**config.mk**
```make
export PLATFORM = sky130hd
export DESIGN_NAME = imem_loader_flat
export DESIGN_NICKNAME = d
export VERILOG_FILES = /design/src/rtl/imem_loader_pkg.sv /design/src/rtl/imem_loader_if.sv /design/src/rtl/imem_loader.sv /design/src/flat_wrapper.sv
export SDC_FILE = /design/constraint.sdc
export NUM_CORES = 1
export LEC_CHECK = 0
export ABC_AREA = 0
export CORE_UTILIZATION = 58
export CTS_BUF_LIST = sky130_fd_sc_hd__clkbuf_4
export DETAILED_ROUTE_END_ITERATION = 8
export PLACE_DENSITY = 0.9
export REMOVE_ABC_BUFFERS = 1
export SLEW_MARGIN = 20
export SYNTH_ARGS = -nofsm -noshare
export SYNTH_HDL_FRONTEND = slang
export SYNTH_SLANG_ARGS = --single-unit
```
**constraint.sdc**
```tcl
create_clock -name clk -period 5 [get_ports clk]
set_clock_uncertainty 0.15 [all_clocks]
set_input_delay 0.75 -clock clk [delete_from_list [all_inputs] [get_ports clk]]
set_output_delay 0.75 -clock clk [all_outputs]
set_load 0.005 [all_outputs]
```
**src/rtl/imem_loader_pkg.sv**
```systemverilog
// Shared constants for the IMEM boot loader: FSM state codes, frame defaults and error codes.
// Imported by the loader and by anything that decodes its status outputs.
package imem_loader_pkg;

   localparam int unsigned DEPTH_DEFAULT = 4096;
   localparam logic [7:0]  MAGIC_DEFAULT = 8'hA5;

   localparam logic [2:0] S_IDLE = 3'd0;
   localparam logic [2:0] S_LEN0 = 3'd1;
   localparam logic [2:0] S_LEN1 = 3'd2;
   localparam logic [2:0] S_DATA = 3'd3;
   localparam logic [2:0] S_CSUM = 3'd4;
   localparam logic [2:0] S_DONE = 3'd5;
   localparam logic [2:0] S_ERR  = 3'd6;

   localparam logic [1:0] ERR_NONE = 2'd0;
   localparam logic [1:0] ERR_LEN  = 2'd1;
   localparam logic [1:0] ERR_CSUM = 2'd2;

   // The host channel is open from IDLE until the checksum byte has been taken.
   function automatic logic state_accepts_bytes(input logic [2:0] s);
      return (s != S_DONE) && (s != S_ERR);
   endfunction

endpackage

```
**src/rtl/imem_loader_if.sv**
```systemverilog
// Host byte channel plus IMEM write port of the boot loader.
// master = loader side, slave = host bridge / instruction memory side.
interface imem_loader_if #(
   parameter int AW = 12
);
   logic          in_valid;
   logic [7:0]    in_data;
   logic          in_ready;
   logic          we;
   logic [AW-1:0] waddr;
   logic [31:0]   wdata;

   modport master (
      input  in_valid, in_data,
      output in_ready, we, waddr, wdata
   );

   modport slave (
      output in_valid, in_data,
      input  in_ready, we, waddr, wdata
   );
endinterface

```
**src/rtl/imem_loader.sv**
```systemverilog
// Framed byte-stream boot loader: MAGIC, 16-bit word count, little-endian payload, XOR checksum.
// Writes one IMEM word per four payload bytes and keeps the core in reset until a clean image is in.
module imem_loader
   import imem_loader_pkg::*;
#(
   parameter int unsigned DEPTH = DEPTH_DEFAULT,
   parameter logic [7:0]  MAGIC = MAGIC_DEFAULT
) (
   input  logic               clk,
   input  logic               rst,
   imem_loader_if.master      bus,
   input  logic               clear,
   output logic               core_hold,
   output logic               done,
   output logic               err,
   output logic [1:0]         err_code
);

   localparam int unsigned AW = $clog2(DEPTH);

   logic [2:0]    state_q,    state_d;
   logic [15:0]   len_q,      len_d;
   logic [15:0]   word_cnt_q, word_cnt_d;
   logic [1:0]    byte_idx_q, byte_idx_d;
   logic [23:0]   shift_q,    shift_d;
   logic [7:0]    csum_q,     csum_d;
   logic          we_q,       we_d;
   logic [AW-1:0] waddr_q,    waddr_d;
   logic [31:0]   wdata_q,    wdata_d;
   logic [1:0]    err_code_q, err_code_d;

   logic          in_ready;
   logic          accept;
   logic [15:0]   len_full;

   assign in_ready = state_accepts_bytes(state_q);
   assign accept   = bus.in_valid & in_ready;
   assign len_full = {bus.in_data, len_q[7:0]};

   // NOTE: every variable assigned below gets a default first, so no path leaves one unassigned (no latch).
   always_comb begin
      state_d    = state_q;
      len_d      = len_q;
      word_cnt_d = word_cnt_q;
      byte_idx_d = byte_idx_q;
      shift_d    = shift_q;
      csum_d     = csum_q;
      we_d       = 1'b0;
      waddr_d    = waddr_q;
      wdata_d    = wdata_q;
      err_code_d = err_code_q;

      case (state_q)
         S_IDLE: begin
            if (accept && (bus.in_data == MAGIC)) begin
               state_d    = S_LEN0;
               csum_d     = 8'h00;
               word_cnt_d = 16'd0;
               byte_idx_d = 2'd0;
            end
         end

         S_LEN0: begin
            if (accept) begin
               len_d   = {8'h00, bus.in_data};
               state_d = S_LEN1;
            end
         end

         S_LEN1: begin
            if (accept) begin
               len_d = len_full;
               if (32'(len_full) > DEPTH) begin
                  state_d    = S_ERR;
                  err_code_d = ERR_LEN;
               end else if (len_full == 16'd0) begin
                  state_d = S_CSUM;
               end else begin
                  state_d = S_DATA;
               end
            end
         end

         S_DATA: begin
            if (accept) begin
               csum_d     = csum_q ^ bus.in_data;
               byte_idx_d = byte_idx_q + 2'd1;
               // Bytes enter at the top, so after three bytes shift_q = {b2, b1, b0}.
               shift_d    = {bus.in_data, shift_q[23:8]};
               if (byte_idx_q == 2'd3) begin
                  we_d       = 1'b1;
                  waddr_d    = word_cnt_q[AW-1:0];
                  wdata_d    = {bus.in_data, shift_q};
                  word_cnt_d = word_cnt_q + 16'd1;
                  if ((word_cnt_q + 16'd1) == len_q) begin
                     state_d = S_CSUM;
                  end
               end
            end
         end

         S_CSUM: begin
            if (accept) begin
               if (bus.in_data == csum_q) begin
                  state_d = S_DONE;
               end else begin
                  state_d    = S_ERR;
                  err_code_d = ERR_CSUM;
               end
            end
         end

         S_DONE: begin
            if (clear) begin
               state_d = S_IDLE;
            end
         end

         S_ERR: begin
            if (clear) begin
               state_d    = S_IDLE;
               err_code_d = ERR_NONE;
            end
         end

         default: begin
            state_d    = S_IDLE;
            err_code_d = ERR_NONE;
         end
      endcase
   end

   // NOTE: state registers use non-blocking assignments so every flop samples the pre-edge values.
   always_ff @(posedge clk or posedge rst) begin
      if (rst) begin
         state_q    <= S_IDLE;
         len_q      <= '0;
         word_cnt_q <= '0;
         byte_idx_q <= '0;
         shift_q    <= '0;
         csum_q     <= '0;
         we_q       <= 1'b0;
         waddr_q    <= '0;
         wdata_q    <= '0;
         err_code_q <= ERR_NONE;
      end else begin
         state_q    <= state_d;
         len_q      <= len_d;
         word_cnt_q <= word_cnt_d;
         byte_idx_q <= byte_idx_d;
         shift_q    <= shift_d;
         csum_q     <= csum_d;
         we_q       <= we_d;
         waddr_q    <= waddr_d;
         wdata_q    <= wdata_d;
         err_code_q <= err_code_d;
      end
   end

   assign bus.in_ready = in_ready;
   assign bus.we       = we_q;
   assign bus.waddr    = waddr_q;
   assign bus.wdata    = wdata_q;

   assign core_hold = (state_q != S_DONE);
   assign done      = (state_q == S_DONE);
   assign err       = (state_q == S_ERR);
   assign err_code  = err_code_q;

endmodule

```
**src/flat_wrapper.sv**
```systemverilog
// flat-port wrapper written by rule: the top's interface ports become plain ports
module imem_loader_flat import imem_loader_pkg::*;
#(
   parameter int unsigned DEPTH = DEPTH_DEFAULT,
   parameter logic [7:0]  MAGIC = MAGIC_DEFAULT
)
  (clk, rst, clear, core_hold, done, err, err_code, bus_in_valid, bus_in_data, bus_in_ready, bus_we, bus_waddr, bus_wdata);
  imem_loader_if #(.AW((12))) bus_i ();
  input  logic clk;
  input  logic rst;
  input  logic clear;
  output logic core_hold;
  output logic done;
  output logic err;
  output logic [1:0] err_code;
  input wire logic [$bits(bus_i.in_valid)-1:0] bus_in_valid;
  input wire logic [$bits(bus_i.in_data)-1:0] bus_in_data;
  output wire logic [$bits(bus_i.in_ready)-1:0] bus_in_ready;
  output wire logic [$bits(bus_i.we)-1:0] bus_we;
  output wire logic [$bits(bus_i.waddr)-1:0] bus_waddr;
  output wire logic [$bits(bus_i.wdata)-1:0] bus_wdata;
  assign bus_i.in_valid = bus_in_valid;
  assign bus_i.in_data = bus_in_data;
  assign bus_in_ready = bus_i.in_ready;
  assign bus_we = bus_i.we;
  assign bus_waddr = bus_i.waddr;
  assign bus_wdata = bus_i.wdata;
  imem_loader #(.DEPTH(DEPTH), .MAGIC(MAGIC)) u_core (.clk(clk), .rst(rst), .bus(bus_i), .clear(clear), .core_hold(core_hold), .done(done), .err(err), .err_code(err_code));
endmodule
```
==> impl_metrics.yaml <==
# physical design summary
run_status:
  outcome: "finished, final reports clean"
sta:
  finalCritPeriodShare_pct: 60.8
  final.setup.tns_ps: 0
  tightest_slew_ps: 792
  finalSetupViolations: 0
  finalHoldViolCount: 0
  rsz0062_at_grt: "false"
  slew_headroom_pct: 46.9
  drv_slew: 0
power:
  ir_drop_mv: 0.343
  power_switching_mw: 1.05
  pwr-share-seq_pct: 48.6
  p_total_mw: 3.02
  power_leakage_nw: 3.09
  powerComb_uw: 939
global_route:
  use_met2_pct: 41.7
  antenna_found_initial: 0
  grt_use_total_pct: 27.0
  met3_usage_pct: 7.17
  grt_pass1_vias: 4412
  grt-busiest-layer: "met2"
  use_met1_pct: 37.0
finish:
  layout.cells.most_common: "nand2_1"
  nNetsFinal: 676
  clk_share_pct: 3.82
  num_antenna_cells: 0
  final_layout_size_suffix_gt1_share_pct: 8.30
  mostFrequentLayoutCells: "nand2_1 (225), dfrtp_1 (116), clkdlybuf4s50_1 (62)"
  n_fill_cell: 669
  comb_share_pct: 37.8
  inverters: 7
  buf_share_pct: 10.2
synth:
  ys_sh_simple_pct: 24.8
  top_area_cell: "dfrtp_1"
  common_cells: "nand2_1 (226), dfrtp_1 (116), o21ai_0 (38), clkbuf_1 (31), nor2_1 (28)"
  compound_area_share_pct: 11.9
  synthFlopType: "dfrtp_1"
  synth_top_cell_by_count: "nand2_1"
  yosysWarnings: 0
  synthXorXnorAreaFrac_pct: 4.76
  fa_ha_area_share_pct: 0.453
  ys_area_mm2: 0.00552
  ys_cells: 617
worst_setup_path:
  reg2reg_to: "u_core.state_q[1]"
  crit_start: "u_core.state_q[1]"
  crit_slowest_cell: "dfrtp_1"
  worstSetupPathDepth: 3
  rrSetupSlack_ps: 2190
  crit_path_end: "err"
  path_buffers: 1
  worst_ep_arrival_time_ps: 2140
  worst_r2r_path_depth: 7
placement:
  place.gp.congestion: 0.951
  post-place-ws_ps: 1500
  placedCellCount: 772
floorplanning:
  initCoreUtil_pct: 59.7
  num_rows: 35
  die_area_mm2: 0.00991
detailed_routing:
  wl_met3_um: 901
  highest_layer: "met4"
  wl_met1_um: 5300
  final_antenna_net_count: 0
cts:
  clock_latency_ps: 530
  cts_tree: "built"
  clk_pin_slew_worst_paths_ps: 110
flow_run:
  warning_count: 25
  cap_viol_max_count: 0
min_path:
  worst_hold_path.num_cells: 2
  worstHoldPathType: "flop to flop"
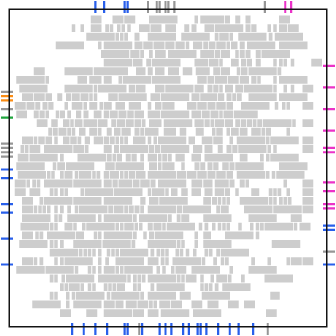
Figure 1: I/O pins on the die edge.
Pins as bars across the die edge, other pins in gray.
- magenta: bus_waddr (pins 12; direction output; edge 10 right, 2 top)
- green: clear (pins 1; direction input; edge left)
- orange: err_code (pins 2; direction output; edge left)
- blue: bus_wdata (pins 32; direction output; edge 19 bottom, 6 left, 4 top, 3 right)
Die Ht: 99.5 µm
port buffer count: 62
die extent in x: 99.5 µm

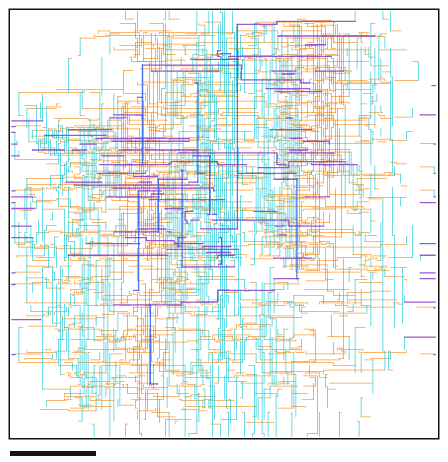
Figure 2: signal wires by layer.
Bar = 20 µm.
- purple: met3 (wire length 902 µm)
- orange: met1 (wire length 5,300 µm)
- cyan: met2 (wire length 5,950 µm)
- blue: met4 (wire length 215 µm)
DR WL/cell: 15.4 µm
total number of vias: 4,601

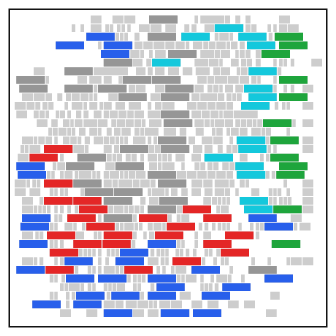
Figure 3: register map, names as in the netlist.
Other sequential cells in the stronger gray, the rest of the logic in the fainter gray.
- green: u_core.bus.waddr (placed flops 12)
- red: u_core.shift_q (placed flops 24)
- blue: u_core.bus.wdata (placed flops 32; where spread over the die)
- cyan: u_core.word_cnt_q (placed flops 16)
Flop area: 0.00290 mm²
Layout Utilization: 69.6%
sequential share of cell area: 45.2%
P_seq: 1.47 mW

Power figures rest on the tool's default switching activity, not on a simulated workload.
